===== src/rtl/ls_queue_if.sv =====
// ls_queue_if: MEM-side request, L1 D$ request/ack and WB-side result bundle for ls_queue.
interface ls_queue_if #(parameter int AW = 32, DW = 32, TW = 5);
    logic          lsq_valid, lsq_rdy, lsq_rd, lsq_zero_ext;
    logic [AW-1:0] lsq_addr;
    logic [DW-1:0] lsq_wr_data;
    logic [2:0]    lsq_size;
    logic [TW-1:0] lsq_tag;
    logic          dc_req, dc_rd, dc_wr, dc_ack, dc_ack_fault;
    logic [AW-1:0] dc_addr;
    logic [DW-1:0] dc_wr_data, dc_ack_data;
    logic [2:0]    dc_size;
    logic          ld_valid, st_done, fault;
    logic [TW-1:0] ld_tag;
    logic [DW-1:0] ld_data;
    modport master (
        output lsq_valid, lsq_rd, lsq_addr, lsq_wr_data, lsq_size, lsq_zero_ext, lsq_tag,
        input  lsq_rdy,
        input  dc_req, dc_addr, dc_rd, dc_wr, dc_wr_data, dc_size,
        output dc_ack, dc_ack_data, dc_ack_fault,
        input  ld_valid, ld_tag, ld_data, st_done, fault
    );
    modport slave (
        input  lsq_valid, lsq_rd, lsq_addr, lsq_wr_data, lsq_size, lsq_zero_ext, lsq_tag,
        output lsq_rdy,
        output dc_req, dc_addr, dc_rd, dc_wr, dc_wr_data, dc_size,
        input  dc_ack, dc_ack_data, dc_ack_fault,
        output ld_valid, ld_tag, ld_data, st_done, fault
    );
endinterface


===== src/rtl/ls_queue.sv =====
// ls_queue: in-order load/store queue feeding the L1 D$, one outstanding request.
// Define LSQ_FAULT_HALT_EN to halt issue after a faulted access until flush_in.
module ls_queue #(parameter int DEPTH = 4, AW = 32, DW = 32, TW = 5) (
    input  logic                   clk_in,
    input  logic                   reset_in,
    input  logic                   flush_in,
    ls_queue_if.slave              bus,
    output logic [$clog2(DEPTH):0] count,
    output logic                   halted
);
    localparam int PW = $clog2(DEPTH);
    localparam logic [1:0] IDLE = 2'd0, REQ = 2'd1;
`ifdef LSQ_FAULT_HALT_EN
    localparam logic [1:0] HALT = 2'd2;
`endif
    logic [1:0]    state, nxt;
    logic [PW:0]   wr_ptr, rd_ptr;
    logic [AW-1:0] addr_q [DEPTH];
    logic [DW-1:0] data_q [DEPTH];
    logic [2:0]    size_q [DEPTH];
    logic [TW-1:0] tag_q  [DEPTH];
    logic          rd_q   [DEPTH];
    logic          zx_q   [DEPTH];
    logic [PW-1:0] head;
    logic          push, pop, empty, full;
    logic [1:0]    lane;
    logic [7:0]    b;
    logic [15:0]   h;
    logic [DW-1:0] ext;
    assign head  = rd_ptr[PW-1:0];
    assign count = wr_ptr - rd_ptr;
    assign empty = wr_ptr == rd_ptr;
    assign full  = count == (PW+1)'(DEPTH);
    assign bus.lsq_rdy = reset_in && !full && !flush_in;
    assign push  = bus.lsq_valid && bus.lsq_rdy;
    assign pop   = state == REQ && bus.dc_ack;
    // Request fields are gated by dc_req so the bus idles at zero
    assign bus.dc_req     = state == REQ;
    assign bus.dc_addr    = bus.dc_req ? {addr_q[head][AW-1:2], 2'b00} : '0;
    assign bus.dc_rd      = bus.dc_req && rd_q[head];
    assign bus.dc_wr      = bus.dc_req && !rd_q[head];
    assign bus.dc_wr_data = bus.dc_req ? data_q[head] : '0;
    assign bus.dc_size    = bus.dc_req ? size_q[head] : '0;
    always_comb begin
        lane = addr_q[head][1:0];
        b    = bus.dc_ack_data[{lane, 3'b000} +: 8];
        h    = lane[1] ? bus.dc_ack_data[31:16] : bus.dc_ack_data[15:0];
        ext  = size_q[head] == 3'd1 ? {{(DW-8){!zx_q[head] && b[7]}}, b} :
               size_q[head] == 3'd2 ? {{(DW-16){!zx_q[head] && h[15]}}, h} : bus.dc_ack_data;
    end
    always_comb begin
        nxt = state;
        if (state == IDLE && !empty && !flush_in) nxt = REQ;
        if (pop) nxt = IDLE;
`ifdef LSQ_FAULT_HALT_EN
        if (pop && bus.dc_ack_fault) nxt = HALT;
        if (state == HALT && flush_in) nxt = IDLE;
`endif
    end
`ifdef LSQ_FAULT_HALT_EN
    assign halted = state == HALT;
`else
    assign halted = 1'b0;
`endif
    always_ff @(posedge clk_in)
        if (push) begin
            addr_q[wr_ptr[PW-1:0]] <= bus.lsq_addr;
            data_q[wr_ptr[PW-1:0]] <= bus.lsq_wr_data;
            size_q[wr_ptr[PW-1:0]] <= bus.lsq_size;
            tag_q[wr_ptr[PW-1:0]]  <= bus.lsq_tag;
            rd_q[wr_ptr[PW-1:0]]   <= bus.lsq_rd;
            zx_q[wr_ptr[PW-1:0]]   <= bus.lsq_zero_ext;
        end
    always_ff @(posedge clk_in or negedge reset_in)
        if (!reset_in) begin
            state        <= IDLE;
            wr_ptr       <= '0;
            rd_ptr       <= '0;
            bus.ld_valid <= 1'b0;
            bus.st_done  <= 1'b0;
            bus.fault    <= 1'b0;
            bus.ld_tag   <= '0;
            bus.ld_data  <= '0;
        end else begin
            state        <= nxt;
            bus.ld_valid <= pop && rd_q[head];
            bus.st_done  <= pop && !rd_q[head];
            bus.fault    <= pop && bus.dc_ack_fault;
            if (push) wr_ptr <= wr_ptr + 1'b1;
            if (pop) rd_ptr <= rd_ptr + 1'b1;
            // The in-flight head survives a flush; everything behind it is dropped
            if (flush_in) wr_ptr <= rd_ptr + (PW+1)'(state == REQ);
            if (pop && rd_q[head]) begin
                bus.ld_tag  <= tag_q[head];
                bus.ld_data <= bus.dc_ack_fault ? '0 : ext;
            end
        end
endmodule


===== src/flat_wrapper.sv =====
// flat-port wrapper written by rule: the top's interface ports become plain ports
module ls_queue_flat 
#(parameter int DEPTH = 4, AW = 32, DW = 32, TW = 5)
  (clk_in, reset_in, flush_in, count, halted, bus_lsq_valid, bus_lsq_rd, bus_lsq_addr, bus_lsq_wr_data, bus_lsq_size, bus_lsq_zero_ext, bus_lsq_tag, bus_lsq_rdy, bus_dc_req, bus_dc_addr, bus_dc_rd, bus_dc_wr, bus_dc_wr_data, bus_dc_size, bus_dc_ack, bus_dc_ack_data, bus_dc_ack_fault, bus_ld_valid, bus_ld_tag, bus_ld_data, bus_st_done, bus_fault);
  ls_queue_if #(.AW(AW), .DW(DW), .TW(TW)) bus_i ();
  input  logic clk_in;
  input  logic reset_in;
  input  logic flush_in;
  output logic [$clog2(DEPTH):0] count;
  output logic halted;
  input wire logic [$bits(bus_i.lsq_valid)-1:0] bus_lsq_valid;
  input wire logic [$bits(bus_i.lsq_rd)-1:0] bus_lsq_rd;
  input wire logic [$bits(bus_i.lsq_addr)-1:0] bus_lsq_addr;
  input wire logic [$bits(bus_i.lsq_wr_data)-1:0] bus_lsq_wr_data;
  input wire logic [$bits(bus_i.lsq_size)-1:0] bus_lsq_size;
  input wire logic [$bits(bus_i.lsq_zero_ext)-1:0] bus_lsq_zero_ext;
  input wire logic [$bits(bus_i.lsq_tag)-1:0] bus_lsq_tag;
  output wire logic [$bits(bus_i.lsq_rdy)-1:0] bus_lsq_rdy;
  output wire logic [$bits(bus_i.dc_req)-1:0] bus_dc_req;
  output wire logic [$bits(bus_i.dc_addr)-1:0] bus_dc_addr;
  output wire logic [$bits(bus_i.dc_rd)-1:0] bus_dc_rd;
  output wire logic [$bits(bus_i.dc_wr)-1:0] bus_dc_wr;
  output wire logic [$bits(bus_i.dc_wr_data)-1:0] bus_dc_wr_data;
  output wire logic [$bits(bus_i.dc_size)-1:0] bus_dc_size;
  input wire logic [$bits(bus_i.dc_ack)-1:0] bus_dc_ack;
  input wire logic [$bits(bus_i.dc_ack_data)-1:0] bus_dc_ack_data;
  input wire logic [$bits(bus_i.dc_ack_fault)-1:0] bus_dc_ack_fault;
  output wire logic [$bits(bus_i.ld_valid)-1:0] bus_ld_valid;
  output wire logic [$bits(bus_i.ld_tag)-1:0] bus_ld_tag;
  output wire logic [$bits(bus_i.ld_data)-1:0] bus_ld_data;
  output wire logic [$bits(bus_i.st_done)-1:0] bus_st_done;
  output wire logic [$bits(bus_i.fault)-1:0] bus_fault;
  assign bus_i.lsq_valid = bus_lsq_valid;
  assign bus_i.lsq_rd = bus_lsq_rd;
  assign bus_i.lsq_addr = bus_lsq_addr;
  assign bus_i.lsq_wr_data = bus_lsq_wr_data;
  assign bus_i.lsq_size = bus_lsq_size;
  assign bus_i.lsq_zero_ext = bus_lsq_zero_ext;
  assign bus_i.lsq_tag = bus_lsq_tag;
  assign bus_lsq_rdy = bus_i.lsq_rdy;
  assign bus_dc_req = bus_i.dc_req;
  assign bus_dc_addr = bus_i.dc_addr;
  assign bus_dc_rd = bus_i.dc_rd;
  assign bus_dc_wr = bus_i.dc_wr;
  assign bus_dc_wr_data = bus_i.dc_wr_data;
  assign bus_dc_size = bus_i.dc_size;
  assign bus_i.dc_ack = bus_dc_ack;
  assign bus_i.dc_ack_data = bus_dc_ack_data;
  assign bus_i.dc_ack_fault = bus_dc_ack_fault;
  assign bus_ld_valid = bus_i.ld_valid;
  assign bus_ld_tag = bus_i.ld_tag;
  assign bus_ld_data = bus_i.ld_data;
  assign bus_st_done = bus_i.st_done;
  assign bus_fault = bus_i.fault;
  ls_queue #(.DEPTH(DEPTH), .AW(AW), .DW(DW), .TW(TW)) u_core (.clk_in(clk_in), .reset_in(reset_in), .flush_in(flush_in), .bus(bus_i), .count(count), .halted(halted));
endmodule

===== config.mk =====
export PLATFORM = sky130hd
export DESIGN_NAME = ls_queue_flat
export DESIGN_NICKNAME = d
export VERILOG_FILES = /design/src/rtl/ls_queue_if.sv /design/src/rtl/ls_queue.sv /design/src/flat_wrapper.sv
export SDC_FILE = /design/constraint.sdc
export NUM_CORES = 1
export LEC_CHECK = 0
export CORE_UTILIZATION = 57
export CTS_BUF_LIST = sky130_fd_sc_hd__clkbuf_16
export DETAILED_ROUTE_END_ITERATION = 10
export PLACE_DENSITY = 0.87
export SYNTH_ARGS = -nofsm -noshare
export SYNTH_HDL_FRONTEND = slang
export SYNTH_SLANG_ARGS = --single-unit
export TNS_END_PERCENT = 20

===== constraint.sdc =====
create_clock -name clk_in -period 10.8 [get_ports clk_in]
set_input_delay 2.16 -clock clk_in [delete_from_list [all_inputs] [get_ports clk_in]]
set_output_delay 2.16 -clock clk_in [all_outputs]
set_load 0.1 [all_outputs]

### Port wiring, run 1

Scale bar: 50 um.
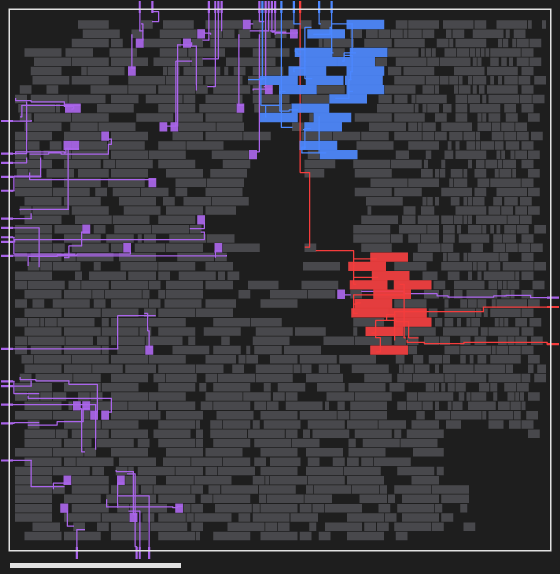
[bus_lsq_size] red | bits: 3 | direction: input | edge: 2 east, 1 north | end cells: 12 | wire: 282 um
[bus_lsq_tag] blue | bits: 5 | direction: input | edge: north | end cells: 20 | wire: 225 um
[bus_dc_wr_data] purple | bits: 32 | direction: output | edge: 16 west, 11 north, 4 south, 1 east | end cells: 32 | wire: 1190 um

### Placement by cell class, run 1

Fill, decap, tap and diode cells in grey.
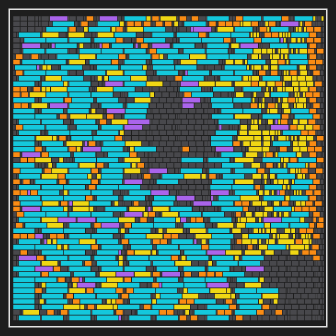
[flip-flops] cyan | cells: 343
[other buffers and delay cells] orange | cells: 233
[clock drivers and dummy loads] purple | cells: 62
[all other logic] yellow | cells: 346

### Placement view, run 1

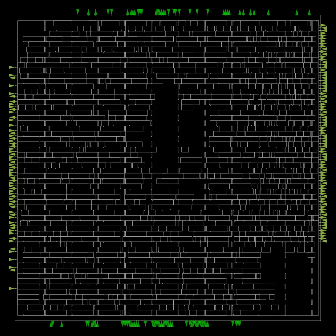
Filler Cell Count: 1405
core footprint: 23680 um2
Well-Tap Cells: 319
final std cells w/o fill: 1304
seq_cells: 343

## run 1: cells in the mapped netlist (all sizes together) (7+ instances only)
master / number
a22oi: 7
and2: 70
buf: 25
clkbuf: 19
dfrtp: 47
edfxtp: 296
ha: 9
inv: 12
mux2: 23
mux2i: 27
mux4: 74
nand2: 49
nand3: 11
nor2: 19
o211ai: 16
## run 1: metrics by stage
step / hold WS [ns] / std cells
final: 0.4693 / 1304
after global routing: 0.4890 / 1303
after detailed placement: 0.4561 / 1241
after floorplan: 0.5013 / 733
after global placement: 0.4565 / 1241
after CTS: 0.4684 / 1303
==> reports/notes.md, run 1 <==
## Run status
* **run status** complete, no violations

## Timing
* **post-layout period usage of the worst path** 58.91%
* **Setup TNS Final** 0 ns
* **# setup viols final** 0
* **max-slew headroom at the worst pin** 24.59%
* **worst setup slack after layout** 4.438 ns
* **Period minus WS final** 6.362 ns

## Global routing
* **maximum number of pins on one net before global-route repair** 75
* **met1 usage** 29.86%
* **met3 global-route usage** 7.501%
* **GRT Overall Usage** 23.81%
* **via count of the first global-routing pass** 7738

## Routing
* **max layer used** met4
* **DRC violation total after the first TritonRoute iteration** 565
* **met3 wire length** 2.985 mm
* **routed vias** 7520

## Min path
* **hold path endpoint** u_core.bus.ld_data[1]$_DFFE_PN0P_

## Synth
* **Dominant Register Cell** sky130_fd_sc_hd__edfxtp_1
* **Synth area leaders** sky130_fd_sc_hd__edfxtp_1 64%, sky130_fd_sc_hd__mux4_2 12%, sky130_fd_sc_hd__dfrtp_1 8.5%, sky130_fd_sc_hd__and2_1 3.2%, sky130_fd_sc_hd__mux2i_1 2.0%
* **total of flip-flops plus latches after synthesis** 343
* **Post-Synth XOR/XNOR Area** 0.4785%
* **main kind of combinational logic by area** multiplexers
* **cell accounting for the most synthesized area** sky130_fd_sc_hd__edfxtp_1
* **Adder Area Share** 0.9570%
* **fraction of registers with async set or reset after synthesis** 13.70%
* **number of standard cells reported by yosys** 731
* **Distinct cells, synth** 42

## Finish
* **number of buffers other than clock buffers in the final layout** 233
* **biggest area consumer among cell classes** registers
* **highest-count cells in the layout ignoring fill and taps** 296 x sky130_fd_sc_hd__edfxtp_1, 222 x sky130_fd_sc_hd__clkdlybuf4s50_1, 71 x sky130_fd_sc_hd__mux4_2, 66 x sky130_fd_sc_hd__and2_1, 49 x sky130_fd_sc_hd__nand2_1
* **fin util** 73.62%

## Worst setup path
* **Reg2Reg Depth** 7
* **largest incremental delay on the critical path** 1.15 ns
* **Worst setup SP type** primary input
* **critical path data required time** 8.64 ns
* **critical path buffer and inverter count** 2

## Clocking
* **cell at the root of the clock tree** sky130_fd_sc_hd__clkbuf_16
* **CTS tree** yes
* **post_cts resized** 0

## Die
* **# rows** 56
* **Initial Util** 58.52%

## Placement
* **HPWL after detailed placement** 17.46 mm

==> run 2: changes to the inputs <==
--- a/config.mk
+++ b/config.mk
@@ -5,10 +5,10 @@
 export SDC_FILE = /design/constraint.sdc
 export NUM_CORES = 1
 export LEC_CHECK = 0
-export CORE_UTILIZATION = 57
+export CORE_UTILIZATION = 53
 export CTS_BUF_LIST = sky130_fd_sc_hd__clkbuf_16
 export DETAILED_ROUTE_END_ITERATION = 10
-export PLACE_DENSITY = 0.87
+export PLACE_DENSITY = 0.82
 export SYNTH_ARGS = -nofsm -noshare
 export SYNTH_HDL_FRONTEND = slang
 export SYNTH_SLANG_ARGS = --single-unit
==> constraint.sdc (replaced) <==
create_clock -name clk_in -period 6.5 [get_ports clk_in]
set_input_delay 1.3 -clock clk_in [delete_from_list [all_inputs] [get_ports clk_in]]
set_output_delay 1.3 -clock clk_in [all_outputs]
set_load 0.1 [all_outputs]
==> reports/notes.md, run 2 <==
## Die
* **Well-Tap Cells** 330, +3.4%
* **# rows** 58, +3.6%
* **Initial Util** 54.56%, -4.0 points
* **core footprint** 25400 um2, +7.2%

## Finish
* **seq_cells** 343, unchanged
* **highest-count cells in the layout ignoring fill and taps** 296 x sky130_fd_sc_hd__edfxtp_1, 222 x sky130_fd_sc_hd__clkdlybuf4s50_1, 71 x sky130_fd_sc_hd__mux4_2, 66 x sky130_fd_sc_hd__and2_1, 49 x sky130_fd_sc_hd__nand2_1
* **biggest area consumer among cell classes** registers
* **Filler Cell Count** 1680, +20%
* **fin util** 68.97%, -4.7 points
* **number of buffers other than clock buffers in the final layout** 237, +1.7%

## Synth
* **number of standard cells reported by yosys** 731, unchanged
* **top cells by instance count after synthesis** 296 x sky130_fd_sc_hd__edfxtp_1, 71 x sky130_fd_sc_hd__mux4_2, 70 x sky130_fd_sc_hd__and2_1
* **Dominant Register Cell** sky130_fd_sc_hd__edfxtp_1
* **cell accounting for the most synthesized area** sky130_fd_sc_hd__edfxtp_1
* **fraction of registers with async set or reset after synthesis** 13.70%, unchanged
* **Distinct cells, synth** 42, unchanged
* **Synth area leaders** sky130_fd_sc_hd__edfxtp_1 64%, sky130_fd_sc_hd__mux4_2 12%, sky130_fd_sc_hd__dfrtp_1 8.5%, sky130_fd_sc_hd__and2_1 3.2%, sky130_fd_sc_hd__mux2i_1 2.0%

## Timing
* **WHS** 0.4725 ns, +0.003194 ns
* **Setup TNS Final** 0 ns, unchanged
* **max-slew headroom at the worst pin** 28.04%, +3.4 points
* **# setup viols final** 0, unchanged
* **post-layout period usage of the worst path** 78.61%
* **Period minus WS final** 5.109 ns
* **worst setup slack after layout** 1.391 ns, -3.048 ns

## Worst setup path
* **largest incremental delay on the critical path** 1.15 ns, about the same
* **Worst setup SP type** flop
* **Reg2Reg Depth** 6, -1
* **critical path data required time** 5.20 ns, -3.44 ns

## Global routing
* **routing layer with the top usage in global route** met2
* **antenna violations before repair** 2
* **maximum number of pins on one net before global-route repair** 60, -20%
* **met3 global-route usage** 6.288%, -1.2 points
* **GRT Overall Usage** 22.46%, -1.3 points

## Routing
* **routed vias** 7508, -0.16%
* **DRC violation total after the first TritonRoute iteration** 737, +30%

## Clocking
* **CTS tree** yes

## Run status
* **run status** complete, no violations

## Placement
* **cell total after placement** 1256, +1.2%
* **HPWL after detailed placement** 18.17 mm, +4.1%

==> run 2: cell counts after synthesis <==
Identical to the previous run, type by type.
==> run 2: cells by family after synthesis <==
group	after synthesis	share of synthesized area, %
buf+inv	56	2.004
xor+xnor	6	0.4785
flops	343	72.63
compound gates	32	1.716
other cells	1	0.02706
mux	124	15.95
simple gates	159	6.239
fa+ha+maj	10	0.9570
==> run 2: tightest hold or removal path, cell delays in order, from the launching register on <==
cell and delay, ns:
sky130_fd_sc_hd__dfrtp_1 0.34, sky130_fd_sc_hd__nand2_1 0.06, sky130_fd_sc_hd__nand2_1 0.05
==> run 2: layer usage <==
layer  part of all wire [%]  vias up  wire length, um
li1                       -     3324                -
met1                     41     3833            11990
met2                     49      299            14250
met3                    8.4       50             2470
met4                    2.0        2              595
met5                  0.044        -               13
### Port wiring, run 2

Scale bar: 50 um.
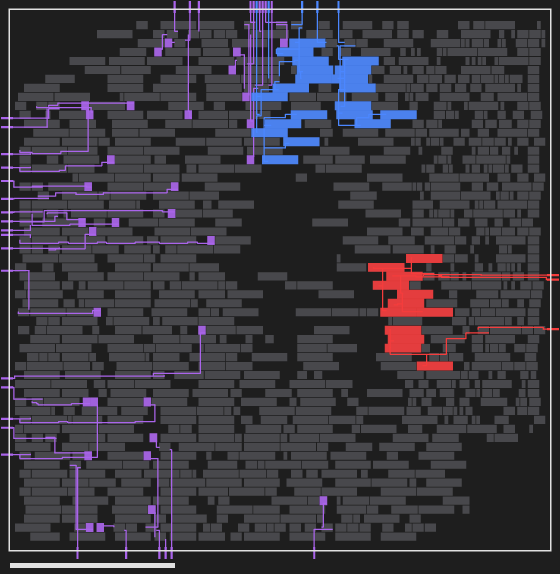
[bus_dc_wr_data] purple | bits: 32 | direction: output | edge: 17 west, 9 north, 6 south | end cells: 32 | wire: 1160 um
[bus_lsq_size] red | bits: 3 | direction: input | edge: east | end cells: 12 | wire: 222 um
[bus_lsq_tag] blue | bits: 5 | direction: input | edge: north | end cells: 20 | wire: 262 um

### Signal wires by layer, run 2

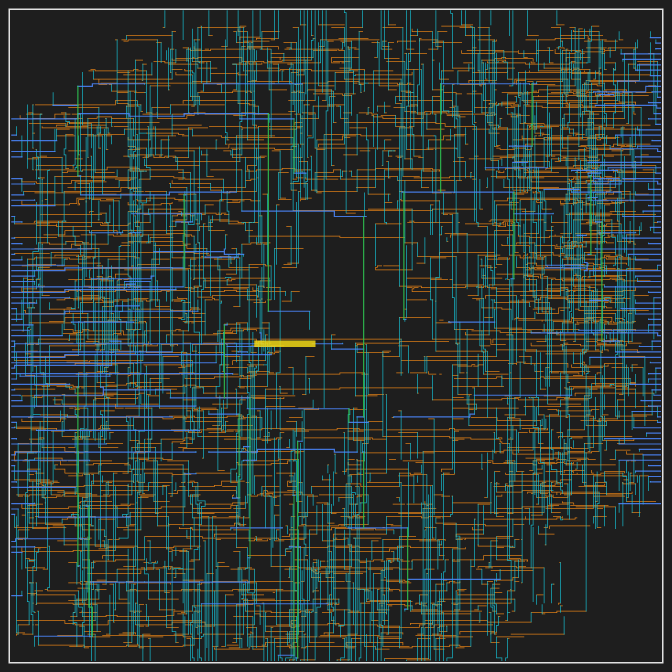
[met2] cyan | wire length: 14200 um
[met5] yellow | wire length: 13.8 um
[met1] orange | wire length: 12000 um
[met3] blue | wire length: 2470 um
[met4] green | wire length: 596 um

==> run 3: changes to the inputs <==
==> constraint.sdc (replaced) <==
create_clock -name clk_in -period 5 [get_ports clk_in]
set_input_delay 1 -clock clk_in [delete_from_list [all_inputs] [get_ports clk_in]]
set_output_delay 1 -clock clk_in [all_outputs]
set_load 0.1 [all_outputs]
==> reports/notes.md, run 3 <==
## Run status
* **run status** complete, no violations

## Synth
* **Distinct cells, synth** 42, unchanged
* **area fraction in mux cells** 15.95%, unchanged
* **fraction of registers with async set or reset after synthesis** 13.70%, unchanged
* **cell accounting for the most synthesized area** sky130_fd_sc_hd__edfxtp_1

## Finish
* **highest-count cells in the layout ignoring fill and taps** 296 x sky130_fd_sc_hd__edfxtp_1, 207 x sky130_fd_sc_hd__clkdlybuf4s50_1, 71 x sky130_fd_sc_hd__mux4_2, 66 x sky130_fd_sc_hd__and2_1, 49 x sky130_fd_sc_hd__nand2_1
* **Filler Cell Count** 1625, -3.3%
* **number of buffers other than clock buffers in the final layout** 243, +2.5%

## Routing
* **met2 WL post-DR** 14.33 mm, +0.58%
* **DRC violation total after the first TritonRoute iteration** 590, -20%
* **max layer used** met5
* **M1 wire length** 11.70 mm, -2.5%

## Die
* **# rows** 58, unchanged

## Timing
* **Setup TNS Final** 0 ns, unchanged
* **Period minus WS final** 4.440 ns
* **max-slew headroom at the worst pin** 27.96%, -0.078 points
* **post-layout period usage of the worst path** 88.79%
* **# setup viols final** 0, unchanged

## Worst setup path
* **largest incremental delay on the critical path** 0.98 ns, -0.17 ns
* **Reg2Reg Depth** 8, +2

## Placement
* **HPWL after detailed placement** 18.53 mm, +2.0%
* **cell total after placement** 1262, +0.48%

## Global routing
* **met3 global-route usage** 7.525%, +1.2 points

run 3: cell types whose count changed in the layout (fill, tap and decap cells not counted), sizes merged:
cell           delta
clkinv            -6
bufinv            +1
clkdlybuf4s50    -15
diode             +1
inv               +1
buf              +21
clkinvlp          -2
run 3: logic make-up (layout without fill, tap and decap cells):
group / count (synthesis) / in the layout
compound gates: 32 / 32
xor+xnor: 6 / 6
fa+ha+maj: 10 / 10
buf+inv: 56 / 315
flops: 343 / 343
mux: 124 / 124
other cells: 1 / 5
simple gates: 159 / 159
### Port wiring, run 3

Scale bar: 50 um.
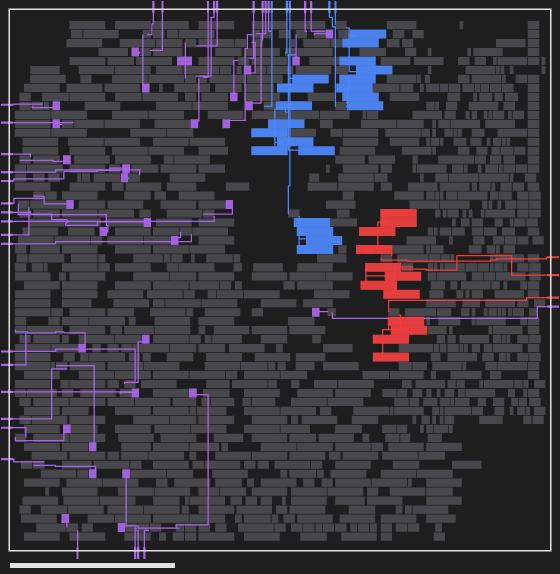
[bus_lsq_size] red | bits: 3 | direction: input | edge: east | end cells: 12 | wire: 251 um
[bus_dc_wr_data] purple | bits: 32 | direction: output | edge: 16 west, 11 north, 4 south, 1 east | end cells: 32 | wire: 1160 um
[bus_lsq_tag] blue | bits: 5 | direction: input | edge: north | end cells: 20 | wire: 268 um

### Signal wires by layer, run 3

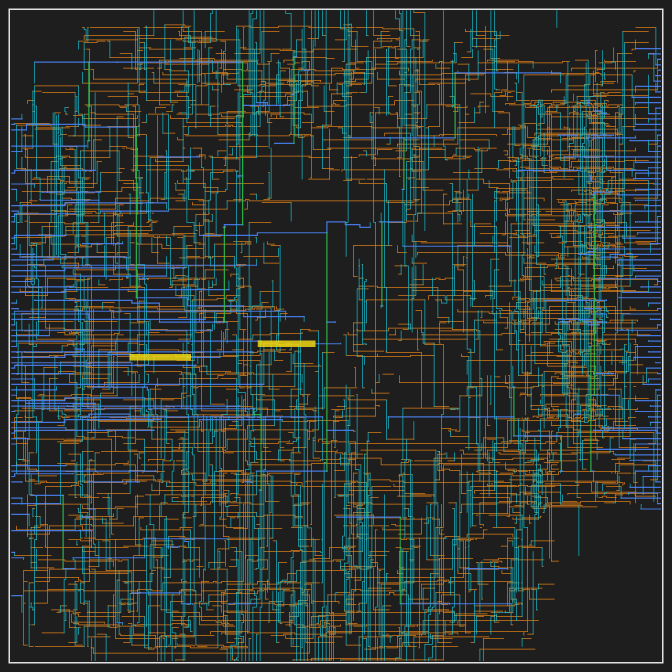
average detailed-routed wire length per instance: 22.05 um
GRT Overall Usage: 22.40%
sum of routed wire length over all layers: 29.19 mm

